Run 1, PDN straps and rails:
Pins as bars on the die edge. Tap cells in grey.
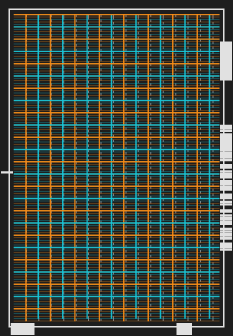
Run 1, placement by cell class:
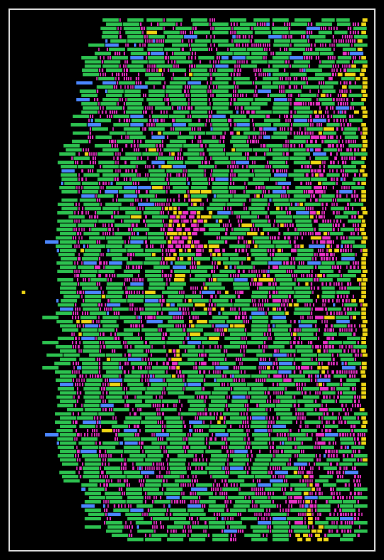
Run 1, clock distribution:
The bar under the picture is 50 um long.
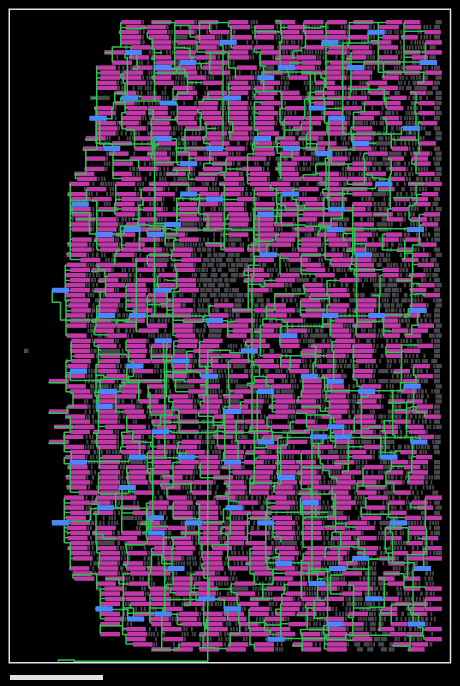
--- src/rtl/io_datamem_pkg.sv ---
// rtl/io_datamem_pkg.sv - shared constants and helpers for io_datamem
// Holds the IO slot map constants and the byte-lane merge function.
package io_datamem_pkg;

  // IO slot map (slot = addr[6:2] when addr[IO_SEL_BIT] is set)
  localparam int IN_BASE     = 0;
  localparam int OUT_BASE    = 8;
  localparam int STATUS_SLOT = 31;
  localparam int IO_SEL_BIT  = 7;

  // Replace the bytes of old_w selected by be with the matching bytes of new_w.
  function automatic logic [31:0] byte_merge(input logic [31:0] old_w,
                                             input logic [31:0] new_w,
                                             input logic [3:0]  be);
    logic [31:0] merged;
    merged = old_w;
    for (int i = 0; i < 4; i++) begin
      if (be[i]) merged[8*i +: 8] = new_w[8*i +: 8];
    end
    return merged;
  endfunction

endpackage

--- src/rtl/io_debounce.sv ---
// rtl/io_debounce.sv - per-channel switch synchroniser, debouncer and change detector
// Optional feature macro: IO_DEBOUNCE_EN (debounce counter present when defined).
// Ports:
//   clock, reset : clock and asynchronous active-high reset
//   pin          : raw asynchronous switch bits
//   deb          : accepted (debounced) value
//   change       : high in the cycle before the edge at which deb takes a new value
module io_debounce #(
  parameter int IN_W            = 5,
  parameter int DEBOUNCE_CYCLES = 16
) (
  input  logic            clock,
  input  logic            reset,
  input  logic [IN_W-1:0] pin,
  output logic [IN_W-1:0] deb,
  output logic            change
);

  logic [IN_W-1:0] sync1;
  logic [IN_W-1:0] sync2;

  always_ff @(posedge clock or posedge reset) begin
    if (reset) begin
      sync1 <= '0;
      sync2 <= '0;
    end else begin
      sync1 <= pin;
      sync2 <= sync1;
    end
  end

`ifdef IO_DEBOUNCE_EN
  localparam int CW = $clog2(DEBOUNCE_CYCLES);
  localparam logic [CW-1:0] CNT_LAST = CW'(DEBOUNCE_CYCLES - 1);

  logic [CW-1:0]   cnt;
  logic [IN_W-1:0] deb_q;

  // Asserted exactly when the coming edge loads deb_q, so the parent's
  // flag rises on the same edge as the debounced value.
  assign change = (sync2 != deb_q) && (cnt == CNT_LAST);
  assign deb    = deb_q;

  always_ff @(posedge clock or posedge reset) begin
    if (reset) begin
      cnt   <= '0;
      deb_q <= '0;
    end else if (sync2 == deb_q) begin
      cnt <= '0;
    end else if (cnt == CNT_LAST) begin
      deb_q <= sync2;
      cnt   <= '0;
    end else begin
      cnt <= cnt + CW'(1);
    end
  end
`else
  localparam int unused_debounce_cycles = DEBOUNCE_CYCLES;

  // sync2 is the accepted value; it is about to change whenever sync1 differs.
  assign deb    = sync2;
  assign change = (sync1 != sync2);
`endif

endmodule

--- src/rtl/io_datamem.sv ---
// rtl/io_datamem.sv - MEM-stage data RAM plus memory-mapped switch inputs and display outputs
// Optional feature macro: IO_DEBOUNCE_EN (input debounce counters).
// Ports:
//   clock, reset : clock and asynchronous active-high reset
//   addr, wdata  : byte address (addr[7:2] decoded) and write data
//   be, we, re   : byte-lane enables, write strobe, read strobe
//   rdata        : registered read data, held until the next re
//   sw_in        : raw switch pins, channel k at [k*IN_W +: IN_W]
//   disp_out     : output register j low bits at [j*OUT_W +: OUT_W]
//   in_event     : OR of the sticky input change flags
module io_datamem
  import io_datamem_pkg::*;
#(
  parameter int RAM_AW          = 5,
  parameter int NUM_IN          = 2,
  parameter int IN_W            = 5,
  parameter int NUM_OUT         = 3,
  parameter int OUT_W           = 8,
  parameter int DEBOUNCE_CYCLES = 16
) (
  input  logic                     clock,
  input  logic                     reset,
  input  logic [31:0]              addr,
  input  logic [31:0]              wdata,
  input  logic [3:0]               be,
  input  logic                     we,
  input  logic                     re,
  output logic [31:0]              rdata,
  input  logic [NUM_IN*IN_W-1:0]   sw_in,
  output logic [NUM_OUT*OUT_W-1:0] disp_out,
  output logic                     in_event
);

  logic              io_sel;
  logic [4:0]        slot;
  logic [RAM_AW-1:0] ram_idx;
  logic              wr_en;
  logic              unused_addr;

  assign io_sel      = addr[IO_SEL_BIT];
  assign slot        = addr[6:2];
  assign ram_idx     = addr[RAM_AW+1:2];
  assign wr_en       = we && (be != 4'b0000);
  assign unused_addr = ^{addr[31:8], addr[1:0]};

  logic [31:0]     ram     [0:(2**RAM_AW)-1];
  logic [31:0]     out_reg [NUM_OUT];
  logic [IN_W-1:0] deb_val [NUM_IN];
  logic [NUM_IN-1:0] chg;
  logic [NUM_IN-1:0] flags;
  logic [NUM_IN-1:0] clr;
  logic [31:0]     rd_word;

  genvar k, j;
  generate
    for (k = 0; k < NUM_IN; k++) begin : g_in
      io_debounce #(
        .IN_W           (IN_W),
        .DEBOUNCE_CYCLES(DEBOUNCE_CYCLES)
      ) u_deb (
        .clock (clock),
        .reset (reset),
        .pin   (sw_in[k*IN_W +: IN_W]),
        .deb   (deb_val[k]),
        .change(chg[k])
      );
      // W1C respects byte lanes: a status bit clears only if its lane is enabled.
      assign clr[k] = wr_en && io_sel && (slot == 5'(STATUS_SLOT))
                      && be[k/8] && wdata[k];
    end
    for (j = 0; j < NUM_OUT; j++) begin : g_out
      assign disp_out[j*OUT_W +: OUT_W] = out_reg[j][OUT_W-1:0];
    end
  endgenerate

  assign in_event = |flags;

  // RAM contents survive reset, so it lives in its own unreset process.
  always_ff @(posedge clock) begin
    if (wr_en && !io_sel) ram[ram_idx] <= byte_merge(ram[ram_idx], wdata, be);
  end

  always_ff @(posedge clock or posedge reset) begin
    if (reset) begin
      for (int i = 0; i < NUM_OUT; i++) out_reg[i] <= '0;
      flags <= '0;
      rdata <= '0;
    end else begin
      for (int i = 0; i < NUM_OUT; i++) begin
        if (wr_en && io_sel && (slot == 5'(OUT_BASE + i)))
          out_reg[i] <= byte_merge(out_reg[i], wdata, be);
      end
      // A new change on the same edge as its W1C keeps the flag set.
      flags <= (flags & ~clr) | chg;
      // rd_word is built from pre-edge state, giving read-before-write.
      if (re) rdata <= rd_word;
    end
  end

  always_comb begin
    rd_word = '0;
    if (!io_sel) begin
      rd_word = ram[ram_idx];
    end else begin
      for (int i = 0; i < NUM_IN; i++) begin
        if (slot == 5'(IN_BASE + i)) rd_word[IN_W-1:0] = deb_val[i];
      end
      for (int i = 0; i < NUM_OUT; i++) begin
        if (slot == 5'(OUT_BASE + i)) rd_word = out_reg[i];
      end
      if (slot == 5'(STATUS_SLOT)) rd_word[NUM_IN-1:0] = flags;
    end
  end

endmodule

--- config.mk ---
export PLATFORM = sky130hd
export DESIGN_NAME = io_datamem
export DESIGN_NICKNAME = d
export VERILOG_FILES = /design/src/rtl/io_datamem_pkg.sv /design/src/rtl/io_debounce.sv /design/src/rtl/io_datamem.sv
export SDC_FILE = /design/constraint.sdc
export NUM_CORES = 1
export LEC_CHECK = 0
export ABC_AREA = 1
export CORE_ASPECT_RATIO = 1.5
export CORE_MARGIN = 4
export CORE_UTILIZATION = 61
export DETAILED_ROUTE_END_ITERATION = 10
export PLACE_DENSITY_LB_ADDON = 0.3
export SLEW_MARGIN = 40
export SYNTH_ARGS = -nofsm -noshare
export SYNTH_HDL_FRONTEND = slang
export SYNTH_HIERARCHICAL = 1
export SYNTH_SLANG_ARGS = --single-unit
--- constraint.sdc ---
create_clock -name clock -period 4.8 [get_ports clock]
set_clock_uncertainty 0.1 [all_clocks]
set_input_delay 0.48 -clock clock [delete_from_list [all_inputs] [get_ports clock]]
set_output_delay 0.48 -clock clock [all_outputs]
set_load 0.05 [all_outputs]
==> impl_table.tex, run 1 <==
% Auto-generated results table
\begin{tabular}{lr}
\hline
Metric & Value \\
\hline
\multicolumn{2}{l}{\textbf{Status}} \\
Run status & finished, violations left \\
Violated checks & DRC \\
\multicolumn{2}{l}{\textbf{Setup path}} \\
Number of buffer and inverter instances along the worst setup path & 3 \\
Critical Path Sink Type & register \\
Number of cells on the worst reg-to-reg path & 10 \\
Crit path launch type & primary input \\
Data required time at the worst endpoint & just over 5 ns \\
Highest cell delay on the worst timing path & 0.67 ns \\
\multicolumn{2}{l}{\textbf{Clock network}} \\
Total of cells resized after clock tree synthesis & 0 \\
Cts-stage hold buffer count & 0 \\
Post-CTS Setup Inserts & 0 \\
CTS HTree Levels & 3 \\
\multicolumn{2}{l}{\textbf{Finish}} \\
Post-layout net count & roughly 4600 \\
Storage element area & 34500 sq um \\
Area of the multi-input gates & 12100 sq um \\
Max FFs per register & 1024 \\
Non-Clock Buffer Area Fraction & 0.0474 \\
Fraction of layout cells with a size suffix above 1 & 0.0880 \\
\multicolumn{2}{l}{\textbf{Floorplan}} \\
Share of the core filled by cells before placement & 0.615 \\
\multicolumn{2}{l}{\textbf{Power}} \\
Pleak & approximately 21 nW \\
Power dissipated in sequential cells & about 12 mW \\
Int Pwr & approximately 16 mW \\
\multicolumn{2}{l}{\textbf{Placement}} \\
Routability congestion estimate & roughly 0.86 \\
Post-DP Area & about 51000 sq um \\
\multicolumn{2}{l}{\textbf{Global routing}} \\
Wire length of the first global-routing pass & 194000 um \\
Largest net degree at the start of global routing & around 130 \\
\multicolumn{2}{l}{\textbf{Yosys}} \\
Biggest area contributors in the synthesized netlist & edfxtp\_1, nand2\_1, dfrtp\_1 \\
Most used flip-flop cell after synthesis & edfxtp\_1 \\
Nets at Floorplan & 4438 \\
Sequential area share after synthesis & 0.723 \\
\# Cells Yosys & approximately 4400 \\
Proportion of synthesized flip-flops having asynchronous set or reset & 0.128 \\
Yosys stat chip area & 47700 sq um \\
\multicolumn{2}{l}{\textbf{Hold path}} \\
Worst min-delay path class & in -> async \\
\multicolumn{2}{l}{\textbf{Drt}} \\
Routed length on met1 & about 46000 um \\
Remaining design rule violation count & 1 \\
Met3 WL post-DR & approximately 14000 um \\
\hline
\end{tabular}
## Picture notes: 'PDN straps and rails'
- VSS: orange
- VDD: cyan
- tap cells: 1016
- met5 straps: 25
- signal pins: 139
- met4 straps: 16
vertical extent of the die: 351 um
Die Width: 236 um

## Picture notes: 'placement by cell class'
- combinational and other logic: magenta (cells 2955; share of their area 24%)
- sequential cells: green (cells 1174; share of their area 65%)
- remaining buffers and delay cells: yellow (cells 252; share of their area 4.9%)
- clock drivers and dummy loads: blue (cells 185; share of their area 6.2%)
area of all placed cells without fillers: 54200 sq um
placeable core region: 77600 sq um
standard-cell row count: 125
flop share of the area: 0.637
core utilization of the finished layout: 0.699

## Picture notes: 'clock distribution'
- clock wires: green (length 11300 um)
- clock drivers: blue (count 100)
- flip-flops: magenta (count 1174)
- flops lie: all over the die
clock latency at the later pin of the worst-skew pair: 0.68 ns
proportion of power drawn by the clock network: 0.380
Power Clock: 8.11 mW

==> run 1 -> run 2 <==
--- a/config.mk
+++ b/config.mk
@@ -8,7 +8,7 @@
 export ABC_AREA = 1
 export CORE_ASPECT_RATIO = 1.5
 export CORE_MARGIN = 4
-export CORE_UTILIZATION = 61
+export CORE_UTILIZATION = 55
 export DETAILED_ROUTE_END_ITERATION = 10
 export PLACE_DENSITY_LB_ADDON = 0.3
 export SLEW_MARGIN = 40
==> constraint.sdc (replaced) <==
create_clock -name clock -period 2.95 [get_ports clock]
set_clock_uncertainty 0.1 [all_clocks]
set_input_delay 0.295 -clock clock [delete_from_list [all_inputs] [get_ports clock]]
set_output_delay 0.295 -clock clock [all_outputs]
set_load 0.05 [all_outputs]
==> run 2 against run 1 <==
  * The flow now finishes without violations
  * Register-to-register slack worse by 1.7 ns
  * Synthesized area unchanged
  * Total power up 65%
==> impl_table.tex, run 2 <==
% Auto-generated results table
\begin{tabular}{lr}
\hline
Metric & Value \\
\hline
\multicolumn{2}{l}{\textbf{Global routing}} \\
Largest net degree at the start of global routing & 92 (-30\%) \\
\multicolumn{2}{l}{\textbf{Finish}} \\
Storage element area & 34500 sq um (unchanged) \\
Non-Clock Buffer Area Fraction & 0.0776 (+0.0301) \\
Area of the multi-input gates & 12000 sq um (-0.54\%) \\
Max FFs per register & 1024 (unchanged) \\
Fraction of layout cells with a size suffix above 1 & 0.109 (+0.0213) \\
\multicolumn{2}{l}{\textbf{Floorplan}} \\
Share of the core filled by cells before placement & 0.554 (-0.0616) \\
\multicolumn{2}{l}{\textbf{Yosys}} \\
Proportion of synthesized flip-flops having asynchronous set or reset & 0.128 (unchanged) \\
Sequential area share after synthesis & 0.723 (unchanged) \\
Nets at Floorplan & 4438 (unchanged) \\
Most used flip-flop cell after synthesis & edfxtp\_1 \\
\# Cells Yosys & 4356 (unchanged) \\
Yosys stat chip area & 47700 sq um (unchanged) \\
\multicolumn{2}{l}{\textbf{Clock network}} \\
CTS HTree Levels & 3 (unchanged) \\
Clock latency at the later pin of the worst-skew pair & 0.71 ns (+0.03 ns) \\
Total of cells resized after clock tree synthesis & 0 (unchanged) \\
Post-CTS Setup Inserts & 0 (unchanged) \\
Cts-stage hold buffer count & 10 (+10) \\
\multicolumn{2}{l}{\textbf{Placement}} \\
Routability congestion estimate & 0.867 (+1.2\%) \\
\multicolumn{2}{l}{\textbf{Hold path}} \\
Worst min-delay path class & in -> reg \\
\multicolumn{2}{l}{\textbf{Setup path}} \\
Number of cells on the worst reg-to-reg path & 11 (+1) \\
Data required time at the worst endpoint & 2.56 ns (-2.49 ns) \\
Number of buffer and inverter instances along the worst setup path & 1 (-2) \\
Crit path launch type & register \\
\multicolumn{2}{l}{\textbf{Power}} \\
Power dissipated in sequential cells & 18.7 mW (+63\%) \\
Pleak & 22.0 nW (+3.9\%) \\
Int Pwr & 27.0 mW (+64\%) \\
\multicolumn{2}{l}{\textbf{Drt}} \\
Met3 WL post-DR & 13200 um (-8.3\%) \\
Routed length on met1 & 48400 um (+6.2\%) \\
Remaining design rule violation count & 0 (-1) \\
\multicolumn{2}{l}{\textbf{Status}} \\
Run status & finished clean \\
\multicolumn{2}{l}{\textbf{Final timing}} \\
Setup-failing EPs final & 0 \\
\hline
\end{tabular}
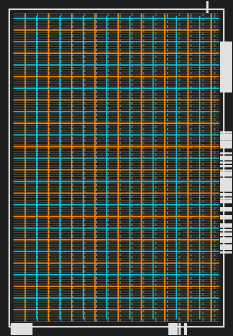
Run 2: PDN straps and rails
Pins as bars on the die edge. Tap cells in grey.
vertical extent of the die: 369 um
Die Width: 249 um

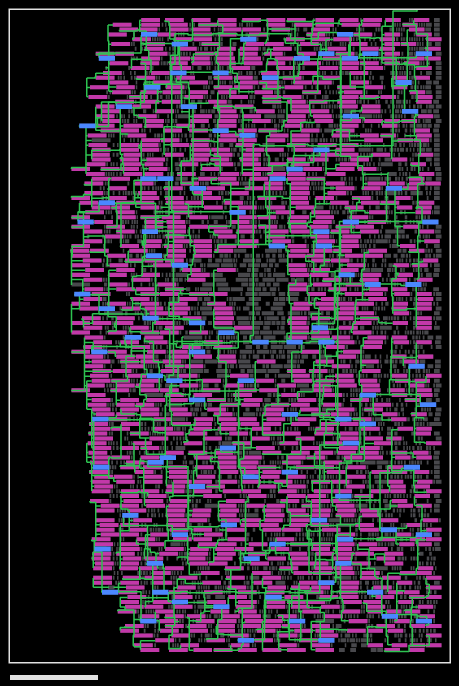
Run 2: clock distribution
The bar under the picture is 50 um long.
- clock drivers: blue (count 101)
- flip-flops: magenta (count 1174)
- clock wires: green (length 12300 um)
- flops lie: all over the die
- routed clock nets: 102
proportion of power drawn by the clock network: 0.382
Power Clock: 13.5 mW

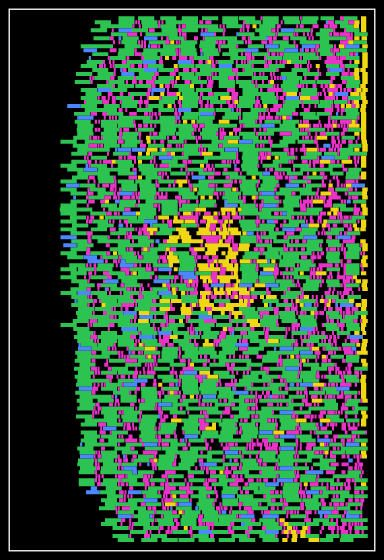
Run 2: placement by cell class
- combinational and other logic: magenta (cells 2955; share of their area 23%)
- remaining buffers and delay cells: yellow (cells 376; share of their area 8.0%)
- sequential cells: green (cells 1174; share of their area 63%)
- clock drivers and dummy loads: blue (cells 187; share of their area 6.1%)
core utilization of the finished layout: 0.651
placeable core region: 86200 sq um
flop share of the area: 0.615
area of all placed cells without fillers: 56100 sq um
standard-cell row count: 132

Power and IR drop assume default switching activity.
